### src/rtl/alu_seq.sv
// alu_seq: handshaked WISC ALU with a registered Z/V/N flag file and a
// one-bit-per-cycle shifter for SLL/SRA/ROR.
//
// state | meaning
// IDLE  | accepting ops; non-shift ops and zero-amount shifts complete here
// SHIFT | work register moves one bit per cycle until the count is spent
module alu_seq #(
    parameter int WIDTH = 16,
    parameter int LANE  = 4,
    parameter int SHW   = 4
) (
    input  logic             clk_i,
    input  logic             rst_ni,
    input  logic             flush_i,
    input  logic             in_valid_i,
    output logic             in_ready_o,
    input  logic [3:0]       opcode_i,
    input  logic [WIDTH-1:0] a_i,
    input  logic [WIDTH-1:0] b_i,
    input  logic [7:0]       imm_i,
    output logic             out_valid_o,
    input  logic             out_ready_i,
    output logic [WIDTH-1:0] result_o,
    output logic [2:0]       flags_o,
    output logic             busy_o
);
    localparam int NLANE = WIDTH / LANE;
    localparam int NBYTE = WIDTH / 8;
    localparam logic [WIDTH-1:0] SAT_POS = {1'b0, {(WIDTH-1){1'b1}}};
    localparam logic [WIDTH-1:0] SAT_NEG = {1'b1, {(WIDTH-1){1'b0}}};

    typedef enum logic {IDLE, SHIFT} state_t;

    state_t           state_q;
    logic [WIDTH-1:0] result_q;
    logic [WIDTH-1:0] work_q;
    logic [2:0]       flags_q;
    logic             out_valid_q;
    logic [SHW-1:0]   cnt_q;
    logic [1:0]       kind_q;

    logic             accept;
    logic             is_shift;
    logic             ovf;
    logic [SHW-1:0]   amt;
    logic [WIDTH-1:0] alu_d;
    logic [WIDTH-1:0] shift_d;
    logic [WIDTH-1:0] sum;
    logic [WIDTH-1:0] diff;
    logic [WIDTH-1:0] padd;
    logic [WIDTH-1:0] red;
    logic             add_ovf;
    logic             sub_ovf;
    logic [LANE-1:0]  la;
    logic [LANE-1:0]  lb;
    logic [LANE-1:0]  ls;

    assign in_ready_o  = (state_q == IDLE) && (!out_valid_q || out_ready_i);
    assign accept      = in_valid_i && in_ready_o;
    assign is_shift    = (opcode_i == 4'h4) || (opcode_i == 4'h5) || (opcode_i == 4'h6);
    assign amt         = imm_i[SHW-1:0];
    assign ovf         = opcode_i[0] ? sub_ovf : add_ovf;
    assign out_valid_o = out_valid_q;
    assign result_o    = result_q;
    assign flags_o     = flags_q;
    assign busy_o      = (state_q == SHIFT);

    always_comb begin
        sum     = a_i + b_i;
        diff    = a_i - b_i;
        add_ovf = (a_i[WIDTH-1] == b_i[WIDTH-1]) && (sum[WIDTH-1] != a_i[WIDTH-1]);
        sub_ovf = (a_i[WIDTH-1] != b_i[WIDTH-1]) && (diff[WIDTH-1] != a_i[WIDTH-1]);

        padd = '0;
        la   = '0;
        lb   = '0;
        ls   = '0;
        for (int i = 0; i < NLANE; i++) begin
            la = a_i[i*LANE +: LANE];
            lb = b_i[i*LANE +: LANE];
            ls = la + lb;
            if ((la[LANE-1] == lb[LANE-1]) && (ls[LANE-1] != la[LANE-1]))
                ls = la[LANE-1] ? {1'b1, {(LANE-1){1'b0}}} : {1'b0, {(LANE-1){1'b1}}};
            padd[i*LANE +: LANE] = ls;
        end

        red = '0;
        for (int i = 0; i < NBYTE; i++)
            red = red + {{(WIDTH-8){a_i[i*8+7]}}, a_i[i*8 +: 8]}
                      + {{(WIDTH-8){b_i[i*8+7]}}, b_i[i*8 +: 8]};

        alu_d = '0;
        case (opcode_i)
            4'h0:               alu_d = add_ovf ? (a_i[WIDTH-1] ? SAT_NEG : SAT_POS) : sum;
            4'h1:               alu_d = sub_ovf ? (a_i[WIDTH-1] ? SAT_NEG : SAT_POS) : diff;
            4'h2:               alu_d = a_i ^ b_i;
            4'h3:               alu_d = red;
            4'h4, 4'h5, 4'h6:   alu_d = a_i;
            4'h7:               alu_d = padd;
            4'h8, 4'h9:         alu_d = {a_i[WIDTH-1:1], 1'b0}
                                      + {{(WIDTH-5){imm_i[3]}}, imm_i[3:0], 1'b0};
            4'hA:               alu_d = {a_i[WIDTH-1:8], imm_i};
            4'hB: begin
                alu_d       = a_i;
                alu_d[15:8] = imm_i;
            end
            default:            alu_d = '0;
        endcase
    end

    // kind_q holds opcode[1:0]: 0 = SLL, 1 = SRA, 2 = ROR
    always_comb begin
        case (kind_q)
            2'd0:    shift_d = {work_q[WIDTH-2:0], 1'b0};
            2'd1:    shift_d = {work_q[WIDTH-1], work_q[WIDTH-1:1]};
            default: shift_d = {work_q[0], work_q[WIDTH-1:1]};
        endcase
    end

    always_ff @(posedge clk_i or negedge rst_ni) begin
        if (!rst_ni) begin
            state_q     <= IDLE;
            result_q    <= '0;
            work_q      <= '0;
            flags_q     <= '0;
            out_valid_q <= 1'b0;
            cnt_q       <= '0;
            kind_q      <= '0;
        end else if (flush_i) begin
            state_q     <= IDLE;
            out_valid_q <= 1'b0;
        end else begin
            if (out_valid_q && out_ready_i)
                out_valid_q <= 1'b0;
            case (state_q)
                IDLE: begin
                    if (accept) begin
                        if (is_shift && (amt != '0)) begin
                            work_q  <= a_i;
                            cnt_q   <= amt;
                            kind_q  <= opcode_i[1:0];
                            state_q <= SHIFT;
                        end else begin
                            result_q    <= alu_d;
                            out_valid_q <= 1'b1;
                            case (opcode_i)
                                4'h0, 4'h1:             flags_q    <= {alu_d == '0, ovf, alu_d[WIDTH-1]};
                                4'h2, 4'h4, 4'h5, 4'h6: flags_q[2] <= (alu_d == '0);
                                default: ;
                            endcase
                        end
                    end
                end
                SHIFT: begin
                    work_q <= shift_d;
                    cnt_q  <= cnt_q - SHW'(1);
                    if (cnt_q == SHW'(1)) begin
                        result_q    <= shift_d;
                        out_valid_q <= 1'b1;
                        flags_q[2]  <= (shift_d == '0);
                        state_q     <= IDLE;
                    end
                end
                default: state_q <= IDLE;
            endcase
        end
    end
endmodule

### config.mk
export PLATFORM = sky130hd
export DESIGN_NAME = alu_seq
export DESIGN_NICKNAME = d
export VERILOG_FILES = /design/src/rtl/alu_seq.sv
export SDC_FILE = /design/constraint.sdc
export NUM_CORES = 1
export LEC_CHECK = 0
export ABC_AREA = 1
export CORE_UTILIZATION = 50
export CTS_BUF_LIST = sky130_fd_sc_hd__clkbuf_4
export CTS_CLUSTER_SIZE = 16
export DETAILED_ROUTE_END_ITERATION = 6
export PLACE_DENSITY_LB_ADDON = 0.08
export SYNTH_ARGS = -nofsm -noshare
export SYNTH_HDL_FRONTEND = slang
export SYNTH_SLANG_ARGS = --single-unit
### constraint.sdc
create_clock -name clk_i -period 2.5 [get_ports clk_i]
set_input_delay 0.5 -clock clk_i [delete_from_list [all_inputs] [get_ports clk_i]]
set_output_delay 0.5 -clock clk_i [all_outputs]
set_load 0.01 [all_outputs]
Figure 1. Selected gate families (run 1).
Drawn at 3 px/µm.
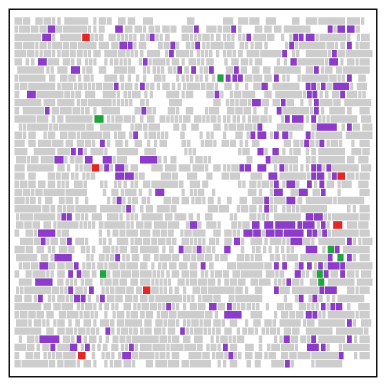
family	colour	cells	most used
and/or cells	green	7	or2_2
non-inverting ao/oa cells	red	6	o21a_1
aoi and oai cells	purple	198	o21ai_0

Figure 2. Placement by cell class (run 1).
Drawn at 3 px/µm. Fill, decap, tap and diode cells in grey.
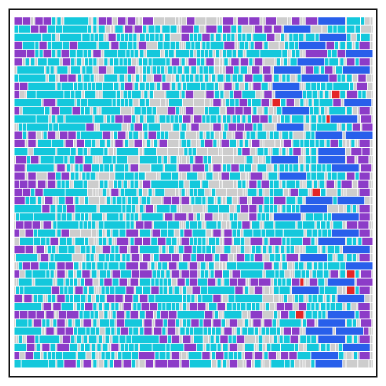
class	colour	cells	share of their area
combinational and other logic	cyan	1139	61%
remaining buffers and delay cells	purple	394	29%
sequential cells	blue	43	9.7%
clock drivers and dummy loads	red	8	0.47%

Figure 3. Cells by drive strength (run 1).
Drawn at 3 px/µm.
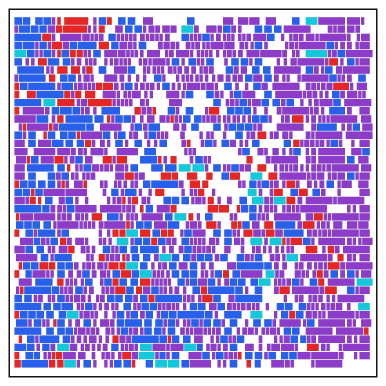
size	colour	cells	share
_2 cells	red	151	9.5%
_0 and _1 cells	purple	1023	65%
_6 and larger	cyan	33	2.1%
_3 and _4 cells	blue	377	24%

Figure 4. Congestion heat map (run 1).
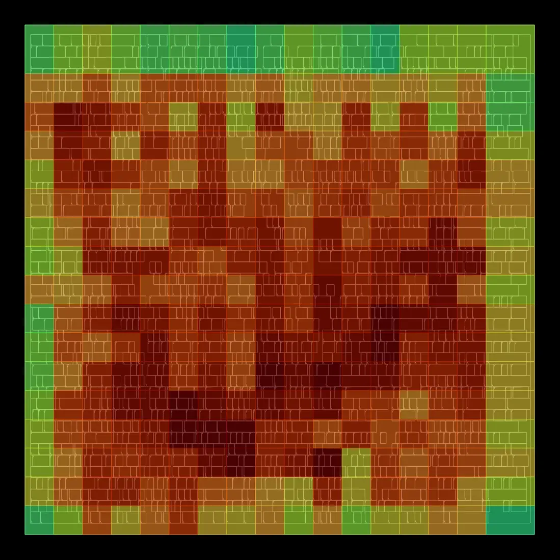
met1 usage: 0.539
utilization after layout: 0.808
grt met3 use: 0.0885
met2 global-route usage: 0.747
Global Route Usage Sum: 0.457

==> flow_summary.ini, run 1 <==
; flow metrics
[final_timing]
period_used_share = 1.43
fmaxAchievable_mhz = 280
setup_viol = 19
worstMarginPinSlew_ns = 0.546
setup_ws_ns = -1.07
rsz0062_at_grt = true

[logic_synthesis]
mux_share = 0.00156
postSynthSeqShare = 0.149
xor_area_frac = 0.0182

[critical_path]
crit_start = b_i[6]
worstSetupEndpoint = flags_o[2]
worstReg2RegStart = kind_q[1]
critPathTopFamily = simple AND/OR/NAND/NOR gates

[floorplan]
chipHeight_um = 122

[finish]
sh_seq_area = 0.0952
mostFrequentLayoutCell = nand2_1
final_cell_mix = nand2_1 (332), buf_4 (310), inv_1 (141), nor2_1 (110), nand3_1 (80)
inverters = 184
n_all_buffers = 394
fillers = 981
largestClassByArea = combinational gates

[clock_tree]
root_buffer = clkbuf_4
cts.sinks = 43
clk_latency_ns = 0.39

[drt]
route.detailed.drc = 0
dr_total_vias = 10185
route.met3.wl_mm = 3.66
finalWirelength_mm = 34.3
dr.max_layer_used = met4

[power]
power_switching_share = 0.476
switching_power_mw = 2.57
combPwrFrac = 0.739
p_leak_nw = 5.94
p_total_mw = 5.40
power_leader = combinational cells

[status]
violations = negative setup slack
status = finished, violations left

[place]
gp_congestion = 1.08
dpl_cell_area_um2 = 10200

[flow_run]
tool_warnings = 45
maxCapViolations = 0
Figure 5. M3 wires (run 1).
Drawn at 4 px/µm.
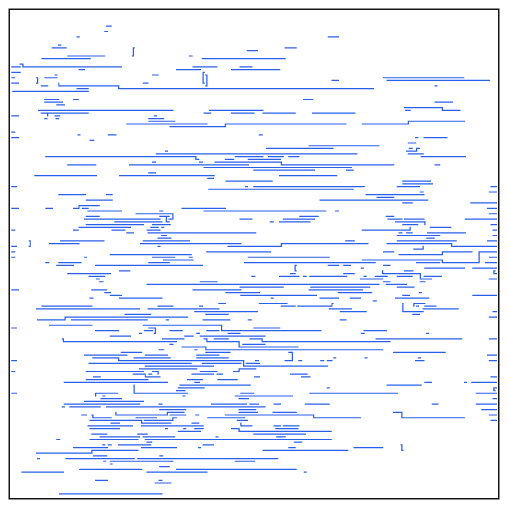

==> run 2: changes to the inputs <==
--- a/config.mk
+++ b/config.mk
@@ -5,7 +5,7 @@
 export SDC_FILE = /design/constraint.sdc
 export NUM_CORES = 1
 export LEC_CHECK = 0
-export ABC_AREA = 1
+export ABC_AREA = 0
 export CORE_UTILIZATION = 50
 export CTS_BUF_LIST = sky130_fd_sc_hd__clkbuf_4
 export CTS_CLUSTER_SIZE = 16
Figure 6. M3 wires (run 2).
Drawn at 4 px/µm.
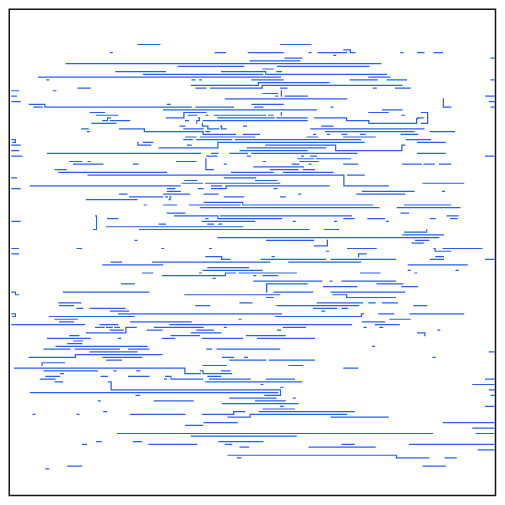
longest straight run	78.7 µm
wire length on this layer	3650 µm

==> flow_summary.ini, run 2 <==
; flow metrics
[place]
gp_congestion = 1.05

[status]
violations = negative setup slack
status = finished, violations left

[floorplan]
chipHeight_um = 121

[final_timing]
fmaxAchievable_mhz = 254
setup_ws_ns = -1.44
worstMarginPinSlew_ns = 1.20
period_used_share = 1.57
setup_viol = 19

[critical_path]
crit_start = a_i[12]
worstSetupEndpoint = flags_o[2]

[finish]
largestClassByArea = combinational gates
mostFrequentLayoutCell = buf_4
n_all_buffers = 401

[clock_tree]
clk_latency_ns = 0.39

[power]
p_leak_nw = 5.23
power_leader = combinational cells
switching_power_mw = 2.53

[drt]
dr.max_layer_used = met4
route.met3.wl_mm = 3.65

[logic_synthesis]
postSynthSeqShare = 0.152

[flow_run]
tool_warnings = 47

[global_routing]
use_met3 = 0.0940
Figure 7. Selected gate families (run 2).
Drawn at 3 px/µm.
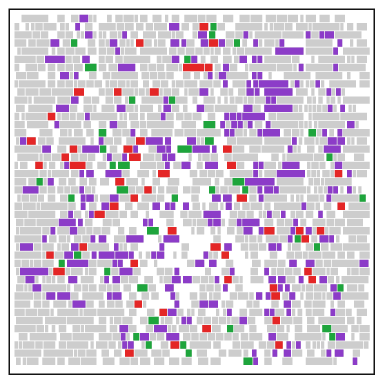
family	colour	cells	most used	where
aoi and oai cells	purple	259	o21ai_0	all over the die
non-inverting ao/oa cells	red	51	a21o_1	all over the die
and/or cells	green	42	and3_1	all over the die

